$ cat config.mk
export PLATFORM = sky130hd
export DESIGN_NAME = phaselock_monitor_n
export DESIGN_NICKNAME = d
export VERILOG_FILES = /design/src/rtl/phaselock_monitor_n.sv
export SDC_FILE = /design/constraint.sdc
export NUM_CORES = 1
export LEC_CHECK = 0
export ABC_CLOCK_PERIOD_IN_PS = 5100
export CAP_MARGIN = 30
export CORE_UTILIZATION = 60
export CTS_BUF_LIST = sky130_fd_sc_hd__clkbuf_8
export DETAILED_ROUTE_END_ITERATION = 10
export GPL_TIMING_DRIVEN = 0
export PLACE_DENSITY = 0.92
export SYNTH_ARGS = -nofsm -noshare
export SYNTH_HDL_FRONTEND = slang
export SYNTH_SLANG_ARGS = --single-unit
$ cat constraint.sdc
create_clock -name i_clk_20M -period 5.1 [get_ports i_clk_20M]
set_input_delay 1.53 -clock i_clk_20M [delete_from_list [all_inputs] [get_ports i_clk_20M]]
set_output_delay 1.53 -clock i_clk_20M [all_outputs]
set_load 0.02 [all_outputs]
$ cat src/rtl/phaselock_monitor_n.sv
// Phase-lock monitor: decodes CH fibre square-wave channels into lock/release.
// Define PHASELOCK_STICKY_FAULT_EN to latch o_brk/o_pulse_err until i_fault_clr.
`timescale 1ns/1ps
module phaselock_monitor_n #(
    parameter int CH       = 2,
    parameter int CNT_W    = 16,
    parameter int LOCK_MIN = 900,
    parameter int LOCK_MAX = 1100,
    parameter int NL_MIN   = 1800,
    parameter int NL_MAX   = 2200,
    parameter int BRK_CYC  = 10000,
    parameter int CONFIRM  = 3
) (
    input  logic                i_clk_20M,
    input  logic                i_reset,
    input  logic [CH-1:0]       i_rxd,
    input  logic [CH-1:0]       i_ch_mask,
    input  logic                i_force_lock,
    input  logic                i_fault_clr,
    output logic [CH-1:0]       o_lock_stat,
    output logic [CH-1:0]       o_brk,
    output logic [CH-1:0]       o_pulse_err,
    output logic [CH*CNT_W-1:0] o_period,
    output logic                o_lock,
    output logic                o_fault
);
    localparam int RUN_W = $clog2(CONFIRM + 1);
    localparam logic [CNT_W-1:0] C_LMIN  = CNT_W'(LOCK_MIN);
    localparam logic [CNT_W-1:0] C_LMAX  = CNT_W'(LOCK_MAX);
    localparam logic [CNT_W-1:0] C_NMIN  = CNT_W'(NL_MIN);
    localparam logic [CNT_W-1:0] C_NMAX  = CNT_W'(NL_MAX);
    localparam logic [CNT_W-1:0] C_BRK   = CNT_W'(BRK_CYC);
    localparam logic [CNT_W-1:0] C_ONE   = CNT_W'(1);
    localparam logic [CNT_W-1:0] C_MAX   = '1;
    localparam logic [RUN_W-1:0] C_CONF  = RUN_W'(CONFIRM);
    localparam logic [RUN_W-1:0] RUN_ONE = RUN_W'(1);

    logic lock_q;
    logic fault_q;

`ifndef PHASELOCK_STICKY_FAULT_EN
    logic unused_clr;
    assign unused_clr = i_fault_clr;
`endif

    for (genvar k = 0; k < CH; k++) begin : g_ch
        logic             sync1_q, sync2_q, hist_q, edge_q;
        logic [CNT_W-1:0] cnt_q, cnt_d, per_q, per_d;
        logic             armed_q, armed_d;
        logic             cand_q, cand_d;
        logic [RUN_W-1:0] run_q, run_d, good_q, good_d;
        logic             stat_q, stat_d;
        logic             brk_q, brk_d;
        logic             err_q, err_d;
        logic             is_lock, is_nl;
        logic             brk_evt, bad_evt, conf_evt;

        always_ff @(posedge i_clk_20M) begin
            if (i_reset) begin
                sync1_q <= 1'b0;
                sync2_q <= 1'b0;
                hist_q  <= 1'b0;
                edge_q  <= 1'b0;
                cnt_q   <= '0;
                per_q   <= '0;
                armed_q <= 1'b0;
                cand_q  <= 1'b0;
                run_q   <= '0;
                good_q  <= '0;
                stat_q  <= 1'b1;
                brk_q   <= 1'b0;
                err_q   <= 1'b0;
            end else begin
                sync1_q <= i_rxd[k];
                sync2_q <= sync1_q;
                hist_q  <= sync2_q;
                edge_q  <= sync2_q ^ hist_q;
                cnt_q   <= cnt_d;
                per_q   <= per_d;
                armed_q <= armed_d;
                cand_q  <= cand_d;
                run_q   <= run_d;
                good_q  <= good_d;
                stat_q  <= stat_d;
                brk_q   <= brk_d;
                err_q   <= err_d;
            end
        end

        always_comb begin
            is_lock  = (cnt_q >= C_LMIN) && (cnt_q <= C_LMAX);
            is_nl    = (cnt_q >= C_NMIN) && (cnt_q <= C_NMAX);
            cnt_d    = cnt_q;
            per_d    = per_q;
            armed_d  = armed_q;
            cand_d   = cand_q;
            run_d    = run_q;
            good_d   = good_q;
            stat_d   = stat_q;
            brk_d    = brk_q;
            err_d    = err_q;
            brk_evt  = 1'b0;
            bad_evt  = 1'b0;
            conf_evt = 1'b0;
            if (edge_q) begin
                cnt_d   = C_ONE;
                per_d   = cnt_q;
                armed_d = 1'b1;
                if (armed_q) begin
                    if (is_lock || is_nl) begin
                        if (run_q != '0 && cand_q == is_lock) begin
                            if (run_q < C_CONF) run_d = run_q + RUN_ONE;
                        end else begin
                            cand_d = is_lock;
                            run_d  = RUN_ONE;
                        end
                        if (good_q < C_CONF) good_d = good_q + RUN_ONE;
                        if (run_d >= C_CONF) begin
                            conf_evt = 1'b1;
                            stat_d   = cand_d;
                        end
                    end else begin
                        bad_evt = 1'b1;
                        run_d   = '0;
                        good_d  = '0;
                    end
                end
            end else begin
                if (cnt_q != C_MAX) cnt_d = cnt_q + C_ONE;
                // Silent link: fail-safe to lock and restart qualification
                if (cnt_q == C_BRK) begin
                    brk_evt = 1'b1;
                    armed_d = 1'b0;
                    run_d   = '0;
                    good_d  = '0;
                    stat_d  = 1'b1;
                end
            end
`ifdef PHASELOCK_STICKY_FAULT_EN
            if (bad_evt) err_d = 1'b1;
            else if (i_fault_clr) err_d = 1'b0;
            if (brk_evt) brk_d = 1'b1;
            else if (i_fault_clr) brk_d = 1'b0;
`else
            if (bad_evt) err_d = 1'b1;
            else if (good_d >= C_CONF) err_d = 1'b0;
            if (brk_evt) brk_d = 1'b1;
            else if (conf_evt) brk_d = 1'b0;
`endif
        end

`ifdef PHASELOCK_STICKY_FAULT_EN
        logic unused_conf;
        assign unused_conf = conf_evt;
`endif

        assign o_lock_stat[k]               = stat_q;
        assign o_brk[k]                     = brk_q;
        assign o_pulse_err[k]               = err_q;
        assign o_period[k*CNT_W +: CNT_W]   = per_q;
    end

    always_ff @(posedge i_clk_20M) begin
        if (i_reset) begin
            lock_q  <= 1'b1;
            fault_q <= 1'b0;
        end else begin
            lock_q  <= (|(o_lock_stat & ~i_ch_mask)) | i_force_lock;
            fault_q <= |((o_brk | o_pulse_err) & ~i_ch_mask);
        end
    end

    assign o_lock  = lock_q;
    assign o_fault = fault_q;
endmodule

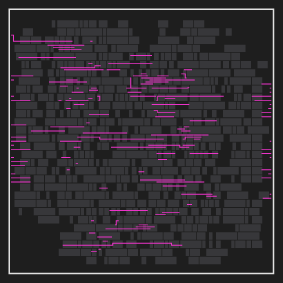
**Above:** run 1 (M3 wires).
Drawn at 3 px/µm. Cells faint in the background.
The layer carries 734 µm of wire. The wires run mostly horizontal. The longest straight run is 21.8 µm. The layer holds 7.0% of the routed length.
met3 GRT Util: 6.69%
via count: 4,015
Routed WL: 10.5 mm

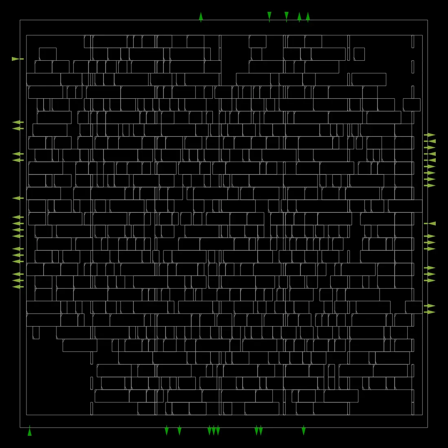
**Above:** run 1 (placement view).
non-filler instance count after layout: 657
core footprint: 6940 µm²

==> flow_summary.json, run 1 <==
{
  "run_status": "complete, no violations",
  "yosysUniqueCellTypes": 65,
  "async_flop_share_pct": 0,
  "num_antenna_cells": 0,
  "tool_warnings": 29,
  "routed.top_layer": "met4",
  "path_buffers": 2,
  "ys_cells": 499,
  "top_cell": "dfxtp_1",
  "dp_slack_ns": 1.78,
  "tns_ns": 0,
  "slowest_stage": "clkdlybuf4s50_1",
  "ys_warn_count": 0,
  "hold_ws_ns": 0.443,
  "peakVddDrop_mv": 0.146,
  "crit_chain": "buf_4 -> clkdlybuf4s50_1",
  "setup_violations": 0,
  "worstHoldStart": "g_ch[0].sync1_q",
  "syn_avg_cell_area_um2": 8.81,
  "grt_antenna_before_repair": 0,
  "io_buffers": 46,
  "die_area_um2": 7670
}
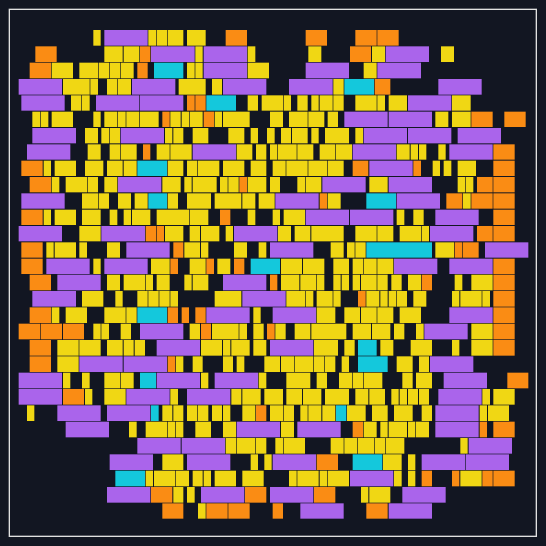
**Above:** run 1 (placed cells, one color a class).
Drawn at 6 px/µm.
Key: cyan = clock drivers and dummy loads [cells 16, share of their area 4.0%]; orange = other buffers and delay cells [cells 86, share of their area 13%]; yellow = all other logic [cells 367, share of their area 47%]; purple = flip-flops [cells 92, share of their area 36%]
final instance area: 5180 µm²
fin util: 74.6%
Cell Rows: 30

-- run 1: cell usage in the layout, fill, tap and decap left out, types with 7 or more instances in the layout --
| cell | Yosys | routed |
|---|---|---|
| o21ai_0 | 18 | 18 |
| nand3_1 | 13 | 13 |
| buf_2 | 16 | 16 |
| o211ai_1 | 10 | 10 |
| clkdlybuf4s50_1 | 0 | 46 |
| mux2i_1 | 37 | 37 |
| clkbuf_8 | 0 | 10 |
| clkbuf_1 | 15 | 15 |
| a21oi_1 | 17 | 17 |
| and3_1 | 13 | 13 |
| dfxtp_1 | 92 | 92 |
| inv_1 | 14 | 15 |
| nor3_1 | 15 | 15 |
| nand2_1 | 22 | 22 |
| xor2_1 | 12 | 12 |
| o31ai_1 | 7 | 7 |
| nor2b_1 | 8 | 8 |
| nor2_1 | 73 | 73 |
| a211oi_1 | 10 | 10 |
-- run 1: metrics by stage --
step | instances | utilization [%] | power, mW
after floorplan | 499 | - | 0.806
after global placement | 641 | 71.7 | 0.833
after detailed placement | 641 | 71.7 | 0.836
after CTS | 657 | 74.6 | 1.32
after global routing | 657 | 74.6 | 1.37
final | 657 | 74.6 | 1.32
-- run 1: registers in the layout, summed over array words and instances, names as in the netlist --
register / count
g_ch.edge_q: 2
g_ch.good_q: 4
g_ch.cnt_q: 32
g_ch.armed_q: 2
g_ch.brk_q: 2
g_ch.sync1_q: 2
o_fault: 1
g_ch.cand_q: 2
g_ch.sync2_q: 2
g_ch.err_q: 2
g_ch.stat_q: 2
o_lock: 1
g_ch.hist_q: 2
g_ch.per_q: 32
g_ch.run_q: 4
-- run 1: power by group --
| part | total [mW] | switching [mW] | internal, mW |
|---|---|---|---|
| logic | 0.0830 | 0.0485 | 0.0345 |
| clock network | 0.500 | 0.260 | 0.240 |
| registers | 0.738 | 0.00940 | 0.729 |
**Run 1: cell sizes after repair**

Drawn at 4 px/µm.
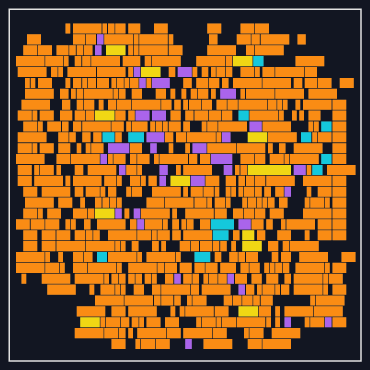

==> run 2: changes to the inputs <==
==> config.mk (replaced) <==
export PLATFORM = sky130hd
export DESIGN_NAME = phaselock_monitor_n
export DESIGN_NICKNAME = d
export VERILOG_FILES = /design/src/rtl/phaselock_monitor_n.sv
export SDC_FILE = /design/constraint.sdc
export NUM_CORES = 1
export LEC_CHECK = 0
export ABC_CLOCK_PERIOD_IN_PS = 2800
export CAP_MARGIN = 30
export CORE_UTILIZATION = 58
export CTS_BUF_LIST = sky130_fd_sc_hd__clkbuf_8
export DETAILED_ROUTE_END_ITERATION = 10
export GPL_TIMING_DRIVEN = 0
export PLACE_DENSITY = 0.9
export SYNTH_ARGS = -nofsm -noshare
export SYNTH_HDL_FRONTEND = slang
export SYNTH_SLANG_ARGS = --single-unit
==> constraint.sdc (replaced) <==
create_clock -name i_clk_20M -period 2.8 [get_ports i_clk_20M]
set_input_delay 0.84 -clock i_clk_20M [delete_from_list [all_inputs] [get_ports i_clk_20M]]
set_output_delay 0.84 -clock i_clk_20M [all_outputs]
set_load 0.02 [all_outputs]
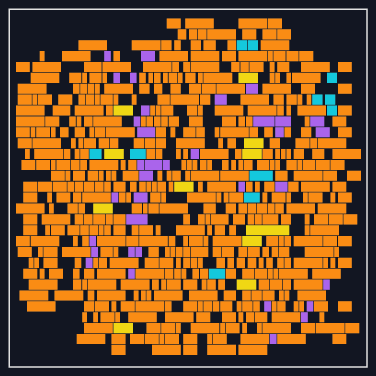
**Above:** run 2 (cell sizes after repair).
Drawn at 4 px/µm.
Key: orange = drive 1 or less [cells 504, most used dfxtp_1]; cyan = drive 3 to 4 [cells 11, most used buf_4]; purple = drive 2 [cells 35, most used buf_2]; yellow = drive 6 and up [cells 11, most used clkbuf_8]
final setup margin: 0.487 ns
Layout area overhead: 17.7%
Buffers excl. clock: 86

==> run 2 against run 1 <==
Sequential cell count is the same. Global-route usage down 2.0 points. Clock-buffer cell count unchanged. Worst hold slack better by 0.015 ns. Register-to-register slack got worse by 2.4 ns. Wire length shrank 0.71%. Sequential share of layout area hardly changed. First-iteration DRC count decreased by 21%. Final cell count rose by 0.46%. Total power increased by 80%. Critical path type is now in2reg. Critical endpoint is now g_ch[1].per_q[15]. Highest routed layer unchanged.
==> flow_summary.json, run 2 <==
{
  "crit_chain": "clkdlybuf4s50_1 -> clkbuf_1 -> clkbuf_1 -> nor2_1",
  "run_status": "complete, no violations",
  "slowest_stage": "clkdlybuf4s50_1",
  "top_cell": "dfxtp_1",
  "routed.top_layer": "met4",
  "fp-row-count": 31,
  "reg_top3": "g_ch.cnt_q (32), g_ch.per_q (32)",
  "postLayoutCoreUtil_pct": 71.0,
  "met3_usage_pct": 3.32,
  "totalWireLength_mm": 10.5,
  "syn_avg_cell_area_um2": 8.81,
  "tns_ns": 0,
  "io_buffers": 46,
  "seq_power_mw": 1.34,
  "peakVddDrop_mv": 0.281,
  "ys_warn_count": 0,
  "num_antenna_cells": 0,
  "dr_total_vias": 3958,
  "pwr-share-comb_pct": 6.3,
  "power.group.top": "sequential cells",
  "die_area_um2": 7930,
  "pwr-share-clk_pct": 37.1,
  "top_cells_by_count": "92 x dfxtp_1, 73 x nor2_1, 37 x mux2i_1, 22 x nand2_1, 18 x o21ai_0",
  "combGateArea_um2": 2310,
  "fin_crit_sh_pct": 82.6,
  "intPower_mw": 1.82,
  "tool_warnings": 29,
  "async_flop_share_pct": 0,
  "powerClk_uw": 882,
  "core_um2": 7290,
  "setup_violations": 0,
  "p_seq_share_pct": 56.6
}
[run 2: cell count changes in the layout (fill, tap and decap cells not counted), sizes merged]
cell,previous run,this run
clkinvlp,1,0
clkinv,2,3
[run 2: kinds of logic (layout without fill, tap and decap cells)]
group / Yosys count / in the layout / share of synthesized area (%)
buffers and inverters: 54 / 116 / 5.61
XOR/XNOR: 17 / 17 / 3.39
adder cells (fa/ha/maj): 4 / 4 / 1.14
AND/OR/NAND/NOR: 200 / 200 / 24.5
AND-OR/OR-AND: 95 / 95 / 15.1
multiplexers: 37 / 37 / 8.43
flip-flops: 92 / 92 / 41.9
[run 2: stage by stage]
step	cell area [µm²]	power (mW)	cells	hold WS [ns]	worst slack (ns)
after global placement	4980	1.52	644	0.422	0.178
after global routing	5170	2.44	660	0.476	0.402
after CTS	5170	2.38	660	0.461	0.503
final	5170	2.38	660	0.458	0.487
after floorplan	4400	1.47	499	0.414	0.941
after detailed placement	4980	1.52	644	0.444	0.168
[run 2: cell type report]
class                           instances  area share, %
Multi-Input combinational cell        353           44.6
Sequential cell                        92           35.6
Timing Repair Buffer                   46           8.90
Buffer                                 40           3.75
Clock buffer                           10           2.66
Tap cell                               99           2.39
Clock inverter                          6           1.09
Inverter                               14           1.02
[run 2: how the worst min path moves through the flow]
stage | from | end | slack [ns]
finish | g_ch[0].sync1_q | g_ch[0].sync2_q | 0.46
global route | g_ch[1].sync1_q | g_ch[1].sync2_q | 0.48
floorplan | g_ch[0].sync1_q | g_ch[0].sync2_q | 0.41
global placement | g_ch[1].sync1_q | g_ch[1].sync2_q | 0.42
detailed placement | g_ch[0].sync1_q | g_ch[0].sync2_q | 0.44
CTS | g_ch[0].sync1_q | g_ch[0].sync2_q | 0.46
**Run 2: placed cells, one color a class**

Drawn at 6 px/µm.
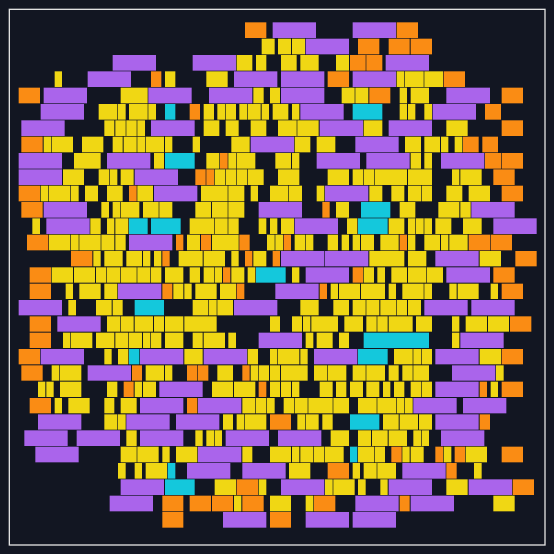

==> run 3: changes to the inputs <==
==> config.mk (replaced) <==
export PLATFORM = sky130hd
export DESIGN_NAME = phaselock_monitor_n
export DESIGN_NICKNAME = d
export VERILOG_FILES = /design/src/rtl/phaselock_monitor_n.sv
export SDC_FILE = /design/constraint.sdc
export NUM_CORES = 1
export LEC_CHECK = 0
export ABC_CLOCK_PERIOD_IN_PS = 1850
export CAP_MARGIN = 30
export CORE_UTILIZATION = 53
export CTS_BUF_LIST = sky130_fd_sc_hd__clkbuf_8
export DETAILED_ROUTE_END_ITERATION = 10
export GPL_TIMING_DRIVEN = 0
export PLACE_DENSITY = 0.87
export SYNTH_ARGS = -nofsm -noshare
export SYNTH_HDL_FRONTEND = slang
export SYNTH_SLANG_ARGS = --single-unit
==> constraint.sdc (replaced) <==
create_clock -name i_clk_20M -period 1.85 [get_ports i_clk_20M]
set_input_delay 0.555 -clock i_clk_20M [delete_from_list [all_inputs] [get_ports i_clk_20M]]
set_output_delay 0.555 -clock i_clk_20M [all_outputs]
set_load 0.02 [all_outputs]
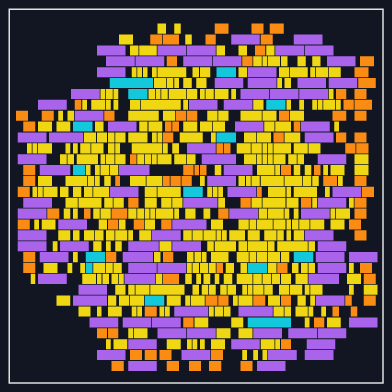
**Above:** run 3 (placed cells, one color a class).
Drawn at 4 px/µm.
Key: orange = other buffers and delay cells [cells 102, share of their area 15%]; yellow = all other logic [cells 367, share of their area 47%]; cyan = clock drivers and dummy loads [cells 14, share of their area 3.9%]; purple = flip-flops [cells 92, share of their area 34%]
core footprint: 7890 µm²
flop share of the area: 33.7%
fin util: 70.6%
Cell Rows: 32

==> run 3 against run 2 <==
The run now ends with negative setup slack left. Setup slack worse by 0.63 ns. Die area rose by 9.2%. Clock power increased by 68%. Sequential power grew 51%. Largest cell class unchanged.
==> flow_summary.json, run 3 <==
{
  "run_status": "finished with violations",
  "violations": "negative setup slack",
  "syn_avg_cell_area_um2": 8.81,
  "finalInstanceArea_um2": 5570,
  "lay_top_count": "dfxtp_1",
  "die_area_um2": 8660,
  "totalWireLength_mm": 11.6,
  "async_flop_share_pct": 0,
  "top_cell": "dfxtp_1",
  "setup_violations": 11,
  "fin_crit_sh_pct": 108,
  "hold_ws_ns": 0.444,
  "total_power_mw": 3.76,
  "timing.final.ws_setup_ns": -0.141,
  "grt_antenna_before_repair": 0,
  "dpl-instance-area_um2": 4990,
  "top_cells_by_count": "92 x dfxtp_1, 73 x nor2_1, 37 x mux2i_1, 22 x nand2_1, 18 x o21ai_0",
  "tns_ns": -0.761,
  "combGateArea_um2": 2500,
  "syn_to_final_growth_pct": 26.7,
  "final_cells": 677,
  "met3_usage_pct": 6.34,
  "peakVddDrop_mv": 0.509,
  "reg_top3": "g_ch.cnt_q (32), g_ch.per_q (32)",
  "ys_warn_count": 0,
  "num_antenna_cells": 0,
  "io_buffers": 46,
  "dr_total_vias": 4121,
  "routed.top_layer": "met4",
  "dp_slack_ns": -0.484,
  "grt.overflow.total": 0,
  "tool_warnings": 31,
  "mostFrequentLayoutCells": "79 x dfxtp_1, 73 x nor2_1, 38 x dlygate4sd2_1"
}
[run 3: repair_timing]
action	in CTS	in global routing
buffers inserted	12	14
pin swaps	12	19
hold buffers	0	0
setup endpoints to repair	110	76
gates resized	76	46
[run 3: worst paths after layout]
kind / from / to / slack, ns / cells after the start
hold / removal: g_ch[1].sync1_q / g_ch[1].sync2_q / 0.44 / 1
hold reg to reg: g_ch[1].sync1_q / g_ch[1].sync2_q / 0.44 / 1
setup / recovery: g_ch[1].cnt_q[13] / g_ch[1].run_q[1] / -0.14 / 6
setup reg to reg: g_ch[1].cnt_q[13] / g_ch[1].run_q[1] / -0.14 / 6
[run 3: report_power, final]
part / leakage [nW] / total, mW / switching (mW) / internal (mW)
Sequential: 0.752 / 2.03 / 0.0271 / 2.00
Clock: 0.109 / 1.48 / 0.696 / 0.786
Combinational: 1.33 / 0.245 / 0.140 / 0.105
Total: 2.19 / 3.76 / 0.863 / 2.89
[run 3: cells by family after synthesis]
logic type | after synthesis | synth area share (%)
simple gates | 200 | 24.5
compound gates | 95 | 15.1
flops | 92 | 41.9
buf+inv | 54 | 5.61
mux | 37 | 8.43
xor+xnor | 17 | 3.39
fa+ha+maj | 4 | 1.14
[run 3: critical path, cell delays in order (launching register included)]
cell and delay, ns:
dfxtp_1 0.34, buf_4 0.18, or4b_4 0.48, nor4_4 0.34, nor2_1 0.11, a211oi_1 0.29
o31ai_1 0.11
[run 3: final cells by class]
class | instances | share of cell area, %
Sequential cell | 92 | 33.7
Inverter | 14 | 0.944
Multi-Input combinational cell | 353 | 44.9
Timing Repair Buffer | 72 | 11.1
Clock buffer | 10 | 2.47
Tap cell | 102 | 2.29
Buffer | 30 | 3.24
Clock inverter | 4 | 1.33

==> layout pictures side by side <==
Sequential cells grouped by signal name.
Drawn at 4 px/µm. Other sequential cells in the stronger gray, the rest of the logic in the fainter gray.
image #1
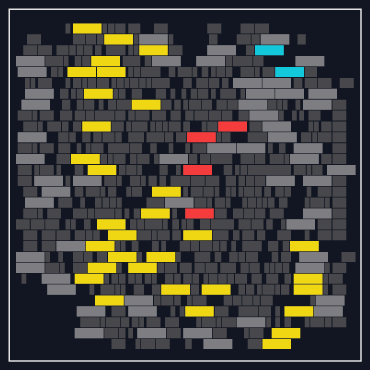
image #2
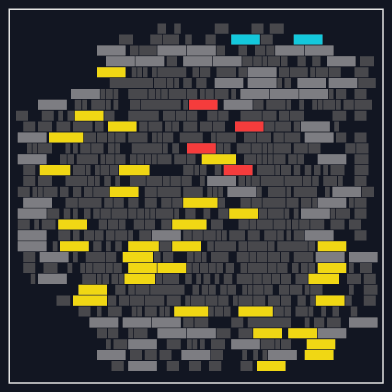
Image #1 is run 1.
Image #2 is run 3.

Key to image #1:
Key: cyan = g_ch.sync2_q [placed flops 2]; red = g_ch.run_q [placed flops 4, where middle]; yellow = g_ch.cnt_q [placed flops 32]

No activity file was given, so power comes from the tool's default toggle rates.
